===== src/rtl/corr_pkg.sv =====
// Shared constants for the correlator frame packer: frame markers, FSM state
// encoding and the derived bytes-per-word helper.
package corr_pkg;

  localparam logic [7:0] CORR_SYNC0 = 8'hA5;
  localparam logic [7:0] CORR_SYNC1 = 8'h5A;

  localparam int STATE_W = 3;
  localparam logic [STATE_W-1:0] ST_IDLE    = 3'd0;
  localparam logic [STATE_W-1:0] ST_SYNC0   = 3'd1;
  localparam logic [STATE_W-1:0] ST_SYNC1   = 3'd2;
  localparam logic [STATE_W-1:0] ST_SEQ     = 3'd3;
  localparam logic [STATE_W-1:0] ST_PAYLOAD = 3'd4;
  localparam logic [STATE_W-1:0] ST_CSUM    = 3'd5;

  function automatic int word_bytes(input int resolution);
    return (resolution + 7) / 8;
  endfunction

endpackage


===== src/rtl/corr_byte_mux.sv =====
// Combinational selector returning payload byte byte_idx of the snapshot buffer.
// Words are emitted little-endian with the unused upper pad bits forced to zero.
module corr_byte_mux #(
  parameter int RESOLUTION = 12,
  parameter int NUM_WORDS  = 36,
  parameter int WORD_BYTES = 2,
  parameter int IDX_W      = 7
) (
  input  logic [NUM_WORDS*RESOLUTION-1:0] buffer,
  input  logic [IDX_W-1:0]                byte_idx,
  output logic [7:0]                      byte_data
);

  localparam int TOTAL = NUM_WORDS * WORD_BYTES;

  logic [TOTAL*8-1:0] flat;

  for (genvar k = 0; k < NUM_WORDS; k++) begin : g_word
    logic [WORD_BYTES*8-1:0] padded;
    assign padded = (WORD_BYTES*8)'(buffer[k*RESOLUTION +: RESOLUTION]);
    assign flat[k*WORD_BYTES*8 +: WORD_BYTES*8] = padded;
  end

  // Out-of-range indices (past the last payload byte) read as zero.
  always_comb begin
    byte_data = 8'h00;
    for (int i = 0; i < TOTAL; i++) begin
      if (byte_idx == IDX_W'(i)) begin
        byte_data = flat[i*8 +: 8];
      end
    end
  end

endmodule


===== src/rtl/corr_frame_packer.sv =====
// Serialises one correlator snapshot per integration period into a framed byte
// stream (sync, sequence, payload, checksum) over a valid/ready byte handshake.
module corr_frame_packer
  import corr_pkg::*;
#(
  parameter int         RESOLUTION = 12,
  parameter int         NUM_WORDS  = 36,
  parameter logic [7:0] SYNC0      = CORR_SYNC0,
  parameter logic [7:0] SYNC1      = CORR_SYNC1
) (
  input  logic                            clk,
  input  logic                            rst_n,
  input  logic                            enable,
  input  logic                            snap_valid,
  input  logic [NUM_WORDS*RESOLUTION-1:0] snap_data,
  output logic [7:0]                      tx_data,
  output logic                            tx_valid,
  input  logic                            tx_ready,
  output logic                            busy,
  output logic                            frame_done,
  output logic                            overrun,
  input  logic                            clear_overrun
);

  localparam int WORD_BYTES = word_bytes(RESOLUTION);
  localparam int TOTAL      = NUM_WORDS * WORD_BYTES;
  localparam int IDX_W      = $clog2(TOTAL + 1);

  logic [STATE_W-1:0]              state;
  logic [7:0]                      seq;
  logic [7:0]                      checksum;
  logic [NUM_WORDS*RESOLUTION-1:0] buffer;
  logic [IDX_W-1:0]                byte_idx;
  logic [7:0]                      mux_byte;
  logic                            transfer;
  logic                            accept;
  logic                            drop;

  assign busy     = (state != ST_IDLE);
  assign transfer = tx_valid && tx_ready;
  // A new snapshot fits either when idle or exactly as the checksum byte leaves.
  assign accept   = snap_valid && enable &&
                    ((state == ST_IDLE) || ((state == ST_CSUM) && transfer));
  assign drop     = snap_valid && enable && busy && !accept;

  corr_byte_mux #(
    .RESOLUTION (RESOLUTION),
    .NUM_WORDS  (NUM_WORDS),
    .WORD_BYTES (WORD_BYTES),
    .IDX_W      (IDX_W)
  ) u_byte_mux (
    .buffer    (buffer),
    .byte_idx  (byte_idx),
    .byte_data (mux_byte)
  );

  // byte_idx always points at the next payload byte to load into tx_data.
  always_ff @(posedge clk or negedge rst_n) begin
    if (!rst_n) begin
      state      <= ST_IDLE;
      tx_valid   <= 1'b0;
      tx_data    <= 8'h00;
      frame_done <= 1'b0;
      overrun    <= 1'b0;
      seq        <= 8'h00;
      checksum   <= 8'h00;
      buffer     <= '0;
      byte_idx   <= '0;
    end else begin
      frame_done <= 1'b0;

      if (drop) begin
        overrun <= 1'b1;
      end else if (clear_overrun) begin
        overrun <= 1'b0;
      end

      if (accept) begin
        buffer   <= snap_data;
        byte_idx <= '0;
      end

      case (state)
        ST_IDLE: begin
          if (accept) begin
            state    <= ST_SYNC0;
            tx_valid <= 1'b1;
            tx_data  <= SYNC0;
          end
        end
        ST_SYNC0: begin
          if (transfer) begin
            state   <= ST_SYNC1;
            tx_data <= SYNC1;
          end
        end
        ST_SYNC1: begin
          if (transfer) begin
            state   <= ST_SEQ;
            tx_data <= seq;
          end
        end
        ST_SEQ: begin
          if (transfer) begin
            state    <= ST_PAYLOAD;
            checksum <= seq;
            tx_data  <= mux_byte;
            byte_idx <= byte_idx + IDX_W'(1);
          end
        end
        ST_PAYLOAD: begin
          if (transfer) begin
            checksum <= checksum + tx_data;
            if (byte_idx == IDX_W'(TOTAL)) begin
              state   <= ST_CSUM;
              tx_data <= checksum + tx_data;
            end else begin
              tx_data  <= mux_byte;
              byte_idx <= byte_idx + IDX_W'(1);
            end
          end
        end
        ST_CSUM: begin
          if (transfer) begin
            frame_done <= 1'b1;
            seq        <= seq + 8'd1;
            if (accept) begin
              state   <= ST_SYNC0;
              tx_data <= SYNC0;
            end else begin
              state    <= ST_IDLE;
              tx_valid <= 1'b0;
              tx_data  <= 8'h00;
            end
          end
        end
        default: begin
          state    <= ST_IDLE;
          tx_valid <= 1'b0;
        end
      endcase
    end
  end

endmodule


===== config.mk =====
export PLATFORM = sky130hd
export DESIGN_NAME = corr_frame_packer
export DESIGN_NICKNAME = d
export VERILOG_FILES = /design/src/rtl/corr_pkg.sv /design/src/rtl/corr_byte_mux.sv /design/src/rtl/corr_frame_packer.sv
export SDC_FILE = /design/constraint.sdc
export NUM_CORES = 1
export LEC_CHECK = 0
export ABC_AREA = 1
export CORE_MARGIN = 5
export CORE_UTILIZATION = 53
export CTS_CLUSTER_SIZE = 16
export DETAILED_ROUTE_END_ITERATION = 7
export HOLD_SLACK_MARGIN = 0.03
export PLACE_DENSITY = 0.82
export SLEW_MARGIN = 30
export SYNTH_ARGS = -nofsm -noshare
export SYNTH_HDL_FRONTEND = slang
export SYNTH_SLANG_ARGS = --single-unit

===== constraint.sdc =====
create_clock -name clk -period 5.81 [get_ports clk]
set_input_delay 1.4525 -clock clk [delete_from_list [all_inputs] [get_ports clk]]
set_output_delay 1.4525 -clock clk [all_outputs]
set_load 0.005 [all_outputs]

### Close-up of the layout

Window x 90 to 130, y 90 to 130 um. Cells in grey, sequential cells in the stronger grey; small squares are vias.
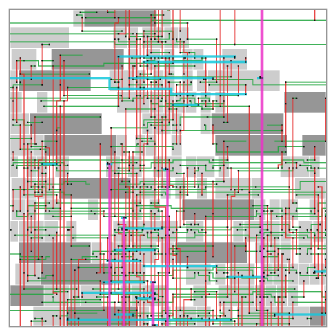
- magenta: met4
- red: met2
- green: met1
- cyan: met3
- cells with their middle in the window: 141
- netlist names of flops here include: `seq` (6), `checksum` (4), `state` (3)
- sequential cells in the window: 14
- most frequent: inv_1 (28), nor2_1 (26), nand2_1 (20)

### Routed metal per tile

Scale bar: 50 um. 22 x 22 tiles, from white (low) to dark blue (high), scaled to the fullest tile. Values are wire area over tile area, all layers added.
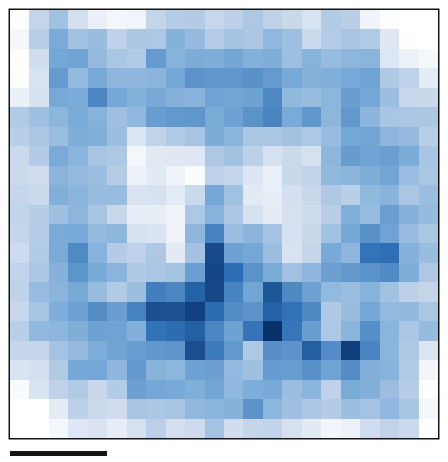
- tiles over half the peak: 25%
- nearly empty tiles: 2.9%
- fullest tile: 0.65
- densest ninth of the die: bottom middle
- mean over tiles: 0.25
total wire length: 74400 um
total global routing track utilization: 29.2%
DR vias: 22800

==> power breakdown <==
part,switching [mW],internal (mW)
registers,0.872,4.77
clock network,1.31,1.87
logic,3.93,2.41
total,6.11,9.06
==> synth_stat cells, drive strengths merged (11+ instances only) <==
cell type / n / area (um^2)
nor2: 160 / 678
a21oi: 152 / 764
buf: 13 / 82.6
o22ai: 11 / 68.8
o21ai: 127 / 636
nand2: 1952 / 7340
dfrtp: 469 / 11700
xor2: 11 / 96.3
nor3: 13 / 65.1
inv: 233 / 875
nand3: 16 / 92.6
ha: 12 / 150
or2: 22 / 138
clkbuf: 101 / 379
==> layout make-up <==
type,instances,area [um^2]
Tap cell,592,741
Inverter,238,906
Multi-Input combinational cell,2525,10500
Antenna cell,7,17.5
Timing Repair Buffer,518,5130
Clock inverter,9,105
Clock buffer,75,1520
Sequential cell,469,11700
Fill cell,3662,13400
==> metal layers <==
metal | global-route usage, % | wire, um | up-vias
li1 | - | - | 11200
met4 | 10.5 | 2870 | 4
met1 | 39.0 | 30800 | 10500
met3 | 6.92 | 5890 | 187
met2 | 47.2 | 34800 | 888
met5 | 0 | 27 | -
==> flip-flops by register name, summed over array words and instances (netlist names) <==
name / cells
byte_idx: 7
buffer: 432
frame_done: 1
checksum: 8
tx_valid: 1
state: 3
seq: 8
overrun: 1
tx_data: 8
==> kinds of logic (layout without fill, tap and decap cells) <==
kind of cell	count (synthesis)	count (layout)	synth area share, %
other cells	0	7	0
fa+ha+maj	13	13	0.722
xor+xnor	11	11	0.409
mux	1	1	0.0478
compound gates	332	332	7.70
flops	469	469	49.8
simple gates	2168	2168	35.4
buf+inv	356	840	5.90
==> repair_timing <==
item | 4_1_cts | 5_1_grt
buffers inserted | 0 | 16
endpoints found under the hold margin | 0 | 0
endpoints found under the setup margin | 0 | 8
gates resized | 0 | 32
==> run notes <==
Results of the run.

The number of max-cap violations is 0. The area of the mapped netlist is approximately 24000 um^2. The chip footprint is slightly below 50000 um^2. The cell family contributing the most delay on the critical path is simple AND/OR/NAND/NOR gates. The average footprint of a synthesized cell is just over 7 um^2. The count of unique library cells instantiated by Yosys is around 43. The number of cells in the finished layout apart from fillers is about 4400. The run finished with clean final reports. Measured in cells, the most critical reg-to-reg path has a length of ~80. The critical path endpoint has a required time of between 6 and 7 ns. The number of buffers created by CTS is between 40 and 50. The reg-to-reg startpoint is byte_idx[0]$_DFF_PN0_. Between clock sinks in the finished design, the worst skew comes to approximately 0.031 ns. The number of hold buffers added after CTS was 0. The number of antenna violations at the first check in global routing is 8. The detail route stage leaves a number of antenna-violating nets equal to 0. By instance count after routing, the leading logic cell types are 1941 x sky130_fd_sc_hd__nand2_1, 466 x sky130_fd_sc_hd__dfrtp_1, 448 x sky130_fd_sc_hd__clkdlybuf4s50_1, 216 x sky130_fd_sc_hd__inv_1, 151 x sky130_fd_sc_hd__a21oi_1. The maximum number of pins on one net before global-route repair is between 150 and 200.

The achievable frequency is between 150 and 200 MHz. Once detailed placement completed, the half-perimeter wirelength came to 53400 um. The tally of yosys warning messages is 0. The most frequent cell on the critical path is sky130_fd_sc_hd__nand2_1.

The number of nets in the finished design is between 4000 and 5000. The most critical setup path has its startpoint at byte_idx[0]$_DFF_PN0_. In this run the critical register-to-register path is captured at tx_data[4]$_DFFE_PN0P_.

Global routing finished with a remaining overflow of 0. The clock tree buffer depth is 3. For reference, the critical path is captured by tx_data[4]$_DFFE_PN0P_. The fraction of registers with async set/reset is 100%. The post-synthesis to final-layout area growth is 30.3%. Hold is met by between 0.4 and 0.5 ns.

The biggest fanout along the worst timing path is 6. Summing internal, switching and leakage power gives approximately 15 mW. Once layout is complete, the utilization of the core stands at between 60% and 70%. The report lists the power per cell area as 494 nW/um^2.
Power figures rest on the tool's default switching activity, not on a simulated workload.
